`src/rtl/multicycle_control_fsm.sv`:
```
// multicycle_control_fsm
//   Multicycle control unit for the Mary/Shelley accumulator-stack datapath.
//   Sequences FETCH -> DECODE -> EXEC [-> WB] and drives the datapath write
//   enables and mux selects. Memory states (FETCH, EXEC of SPUT/SPEK/SPOP)
//   stretch until MemReady. Illegal opcodes trap to FAULT and opcode 31 parks
//   in HALT; both states are left only through reset.
//
//   Optional feature macro: CU_WAIT_TIMEOUT_EN
//     defined   - a memory state that sees WAIT_MAX consecutive cycles of
//                 MemReady=0 moves to FAULT and sets Timeout.
//     undefined - waits are unbounded, no wait counter, Timeout is 0.
//
// Ports
//   CLK           in   rising-edge clock
//   Reset         in   asynchronous active-low reset
//   OPCODE        in   [OPCODE_W-1:0] opcode from IR (sampled in DECODE only)
//   flagbit       in   '@' variant flag from IR (sampled in DECODE only)
//   MemReady      in   memory access completes this cycle
//   MemRead       out  memory read strobe
//   MemWrite      out  memory write strobe
//   MemDst        out  [2:0] address select: 000 PC, 100 SP, 101 SP-1
//   IRWrite       out  IR load enable
//   PCWrite       out  PC load enable
//   MaryWrite     out  Mary register enable
//   ShelleyWrite  out  Shelley register enable
//   SPWrite       out  SP register enable
//   MarySrc       out  [1:0] Mary source select
//   ShelleySrc    out  [1:0] Shelley source select
//   SPSrc         out  [1:0] SP source select
//   SrcB          out  ALU B select: 1 immediate, 0 Shelley
//   ALUOP         out  [ALUOP_W-1:0] ALU function (zero-extended)
//   Halted        out  sticky: HALT opcode executed
//   Illegal       out  sticky: illegal opcode decoded
//   Timeout       out  sticky: memory wait timed out

module multicycle_control_fsm #(
  parameter int OPCODE_W = 5,
  parameter int ALUOP_W  = 4,
  parameter int WAIT_MAX = 15
) (
  input  logic                CLK,
  input  logic                Reset,
  input  logic [OPCODE_W-1:0] OPCODE,
  input  logic                flagbit,
  input  logic                MemReady,
  output logic                MemRead,
  output logic                MemWrite,
  output logic [2:0]          MemDst,
  output logic                IRWrite,
  output logic                PCWrite,
  output logic                MaryWrite,
  output logic                ShelleyWrite,
  output logic                SPWrite,
  output logic [1:0]          MarySrc,
  output logic [1:0]          ShelleySrc,
  output logic [1:0]          SPSrc,
  output logic                SrcB,
  output logic [ALUOP_W-1:0]  ALUOP,
  output logic                Halted,
  output logic                Illegal,
  output logic                Timeout
);

  typedef enum logic [2:0] {
    S_FETCH, S_DECODE, S_EXEC, S_WB, S_HALT, S_FAULT
  } stateT;

  typedef enum logic [2:0] {
    OP_APUT, OP_SPUT, OP_AADD, OP_ASUB, OP_SPEK, OP_SPOP, OP_HALT, OP_ILLEGAL
  } opKindT;

  if (ALUOP_W < 4 || WAIT_MAX < 1) begin : gBadParams
    $error("multicycle_control_fsm: ALUOP_W must be >= 4 and WAIT_MAX >= 1");
  end

  stateT               state, stateNext;
  logic [OPCODE_W-1:0] opReg;
  logic                flagReg;
  opKindT              liveKind, opKind;
  logic                haltedReg, illegalReg;
  logic                waitHit;

  // Full-width compare, so any nonzero upper opcode bit lands in OP_ILLEGAL.
  function automatic opKindT decodeOp(input logic [OPCODE_W-1:0] op);
    case (op)
      OPCODE_W'(0):  return OP_APUT;
      OPCODE_W'(1):  return OP_SPUT;
      OPCODE_W'(2):  return OP_AADD;
      OPCODE_W'(3):  return OP_ASUB;
      OPCODE_W'(4):  return OP_SPEK;
      OPCODE_W'(5):  return OP_SPOP;
      OPCODE_W'(31): return OP_HALT;
      default:       return OP_ILLEGAL;
    endcase
  endfunction

  // DECODE steers on the live opcode; EXEC/WB use the copy latched leaving DECODE.
  assign liveKind = decodeOp(OPCODE);
  assign opKind   = decodeOp(opReg);

  // NOTE: sequential state uses non-blocking assignments so every register
  // samples pre-edge values regardless of statement order.
  always_ff @(posedge CLK or negedge Reset) begin
    if (!Reset) begin
      state      <= S_FETCH;
      opReg      <= '0;
      flagReg    <= 1'b0;
      haltedReg  <= 1'b0;
      illegalReg <= 1'b0;
    end else begin
      state <= stateNext;
      if (state == S_DECODE) begin
        opReg   <= OPCODE;
        flagReg <= flagbit;
        if (liveKind == OP_HALT)    haltedReg  <= 1'b1;
        if (liveKind == OP_ILLEGAL) illegalReg <= 1'b1;
      end
    end
  end

  assign Halted  = haltedReg;
  assign Illegal = illegalReg;

`ifdef CU_WAIT_TIMEOUT_EN
  localparam int WAIT_W = $clog2(WAIT_MAX + 1);

  logic [WAIT_W-1:0] waitCnt;
  logic              memState;
  logic              timeoutReg;

  assign memState = (state == S_FETCH) ||
                    (state == S_EXEC && (opKind == OP_SPUT || opKind == OP_SPEK ||
                                         opKind == OP_SPOP));

  // waitCnt holds the waits already seen, so this cycle is the WAIT_MAX-th one.
  // MemReady=1 on that cycle is not a wait and the state advances normally.
  assign waitHit = memState && !MemReady && (waitCnt == WAIT_W'(WAIT_MAX - 1));

  always_ff @(posedge CLK or negedge Reset) begin
    if (!Reset) begin
      waitCnt    <= '0;
      timeoutReg <= 1'b0;
    end else begin
      if (waitHit) timeoutReg <= 1'b1;
      // Any state change (or a non-memory state) restarts the count, so each
      // memory state is entered with a clean counter.
      if (stateNext != state || !memState)
        waitCnt <= '0;
      else if (!MemReady && waitCnt != WAIT_W'(WAIT_MAX))
        waitCnt <= waitCnt + WAIT_W'(1);
    end
  end

  assign Timeout = timeoutReg;
`else
  assign waitHit = 1'b0;
  assign Timeout = 1'b0;
`endif

  // NOTE: every output and stateNext gets a default before the case so no
  // path leaves a variable unassigned, which would infer a latch.
  always_comb begin
    stateNext    = state;
    MemRead      = 1'b0;
    MemWrite     = 1'b0;
    MemDst       = 3'b000;
    IRWrite      = 1'b0;
    PCWrite      = 1'b0;
    MaryWrite    = 1'b0;
    ShelleyWrite = 1'b0;
    SPWrite      = 1'b0;
    MarySrc      = 2'b00;
    ShelleySrc   = 2'b00;
    SPSrc        = 2'b00;
    SrcB         = 1'b0;
    ALUOP        = '0;

    case (state)
      S_FETCH: begin
        MemRead = 1'b1;
        IRWrite = MemReady;
        PCWrite = MemReady;
        if (waitHit)       stateNext = S_FAULT;
        else if (MemReady) stateNext = S_DECODE;
      end

      S_DECODE: begin
        case (liveKind)
          OP_HALT:    stateNext = S_HALT;
          OP_ILLEGAL: stateNext = S_FAULT;
          default:    stateNext = S_EXEC;
        endcase
      end

      S_EXEC: begin
        case (opKind)
          OP_APUT: begin
            if (flagReg) begin
              ShelleyWrite = 1'b1;
              ShelleySrc   = 2'b01;
            end else begin
              MaryWrite = 1'b1;
              MarySrc   = 2'b11;
            end
            stateNext = S_FETCH;
          end
          OP_SPUT: begin
            MemWrite = 1'b1;
            MemDst   = 3'b100;
            SPSrc    = 2'b01;
            SPWrite  = MemReady;
            if (waitHit)       stateNext = S_FAULT;
            else if (MemReady) stateNext = S_FETCH;
          end
          OP_AADD, OP_ASUB: begin
            SrcB      = ~flagReg;
            ALUOP     = (opKind == OP_AADD) ? ALUOP_W'(4'b0010) : ALUOP_W'(4'b0011);
            stateNext = S_WB;
          end
          OP_SPEK, OP_SPOP: begin
            MemRead = 1'b1;
            MemDst  = (opKind == OP_SPEK) ? 3'b101 : 3'b100;
            if (waitHit)       stateNext = S_FAULT;
            else if (MemReady) stateNext = S_WB;
          end
          default: stateNext = S_FAULT;
        endcase
      end

      S_WB: begin
        case (opKind)
          OP_AADD, OP_ASUB: begin
            MaryWrite = 1'b1;
            MarySrc   = 2'b01;
          end
          OP_SPEK: begin
            MaryWrite    = ~flagReg;
            ShelleyWrite = flagReg;
          end
          OP_SPOP: begin
            MaryWrite = 1'b1;
            SPWrite   = 1'b1;
            SPSrc     = 2'b10;
          end
          default: ;
        endcase
        stateNext = S_FETCH;
      end

      S_HALT:  stateNext = S_HALT;
      S_FAULT: stateNext = S_FAULT;
      default: stateNext = S_FAULT;
    endcase
  end

endmodule
```
`config.mk`:
```
export PLATFORM = sky130hd
export DESIGN_NAME = multicycle_control_fsm
export DESIGN_NICKNAME = d
export VERILOG_FILES = /design/src/rtl/multicycle_control_fsm.sv
export SDC_FILE = /design/constraint.sdc
export NUM_CORES = 1
export LEC_CHECK = 0
export ABC_AREA = 0
export CAP_MARGIN = 20
export CORE_MARGIN = 2
export CORE_UTILIZATION = 38
export CTS_CLUSTER_SIZE = 8
export DETAILED_ROUTE_END_ITERATION = 16
export MAX_ROUTING_LAYER = met4
export PLACE_DENSITY = 0.81
export SLEW_MARGIN = 10
export SYNTH_ARGS = -nofsm -noshare
export SYNTH_HDL_FRONTEND = slang
export SYNTH_SLANG_ARGS = --single-unit
```
`constraint.sdc`:
```
create_clock -name CLK -period 1.9 [get_ports CLK]
set_clock_uncertainty 0.2 [all_clocks]
set_input_delay 0.57 -clock CLK [delete_from_list [all_inputs] [get_ports CLK]]
set_output_delay 0.57 -clock CLK [all_outputs]
set_load 0.02 [all_outputs]
```
layer_met1.png
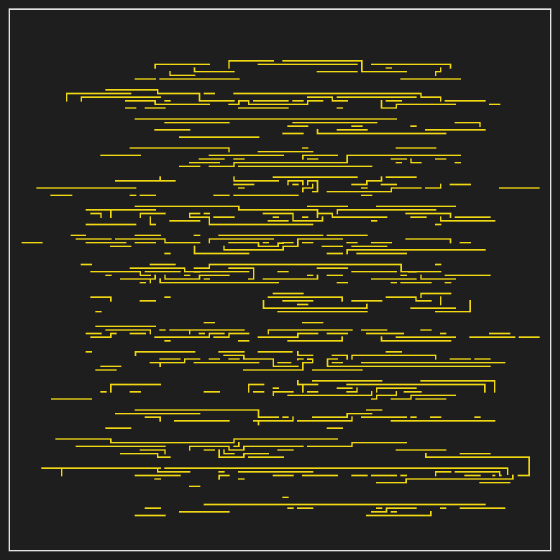
The layer carries 1350 um of wire. 153 nets have wire on it. The wires run mostly horizontal.

clocks.png
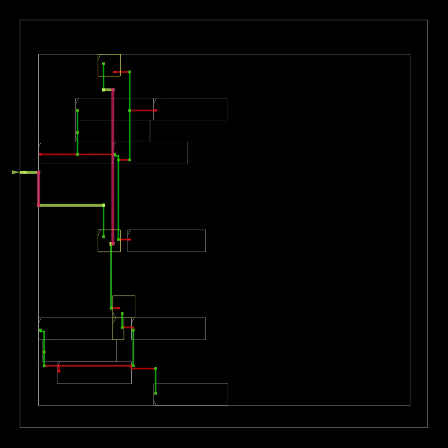
clkbuf count: 4
CTS buffer count: 3
Clk power: 0.155 mW

==> reports/metrics.cfg <==
[clocking]
cts_resized = 99
h-tree-depth = 1

[final_layout]
comb_area_um2 = 642
inv_count = 6
largest_cell_class = non-clock buffers
fin_util_pct = 82.9

[setup_path]
r2r_slack_ps = -70
path_max_fanout = 5
path_cells = or3_4 > or2_4 > nor3_4 > buf_6
critPathTopFamily = simple AND/OR/NAND/NOR gates

[global_route]
grt_pass1_vias = 941

[logic_synthesis]
synthAdderAreaFrac_pct = 0

[outcome]
status = finished with violations
violations = negative setup slack

[hold_path]
hold_class = flop to flop

[detailed_routing]
top_layer_used = met4
antenna_left = 0

[power]
largestPowerGroup = registers
p_clk_share_pct = 35.3
power_density_nw_per_um2 = 265

[sta]
setup_ws_ps = -566
setup_viol = 18

[floorplanning]
fp-row-count = 16

metal_density.png
The bar under the picture is 20 um long. The die is cut into 10 by 10 equal tiles; dark blue is low, red is high, scaled to the fullest tile. Values are wire area over tile area, all layers added.
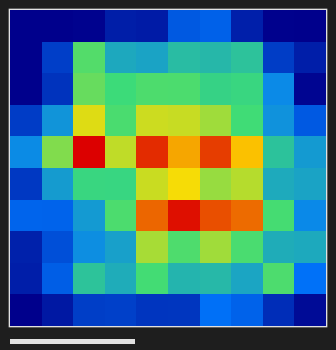
9.0% of the tiles are nearly empty. The densest ninth of the die: center. The fullest tile reaches 0.51. 33% of the tiles are over half the peak.

-- cell usage in the layout (no fill, tap or decap), types with 2 or more instances in the layout --
| cell type | n |
|---|---|
| nor3b_4 | 3 |
| nor2_4 | 2 |
| nand2b_1 | 3 |
| nor2b_1 | 4 |
| nor3_4 | 6 |
| clkdlybuf4s50_1 | 7 |
| nor4_4 | 2 |
| nand4_1 | 3 |
| nor2_1 | 3 |
| nand2_1 | 4 |
| dfrtp_1 | 9 |
| dfrtp_2 | 2 |
| o21ai_0 | 2 |
| mux2_2 | 5 |
| clkbuf_4 | 3 |
| inv_2 | 5 |
| conb_1 | 5 |
| a21oi_1 | 2 |
| dlygate4sd2_1 | 2 |
| buf_6 | 20 |
| buf_4 | 44 |
No activity file was given, so power comes from the tool's default toggle rates.
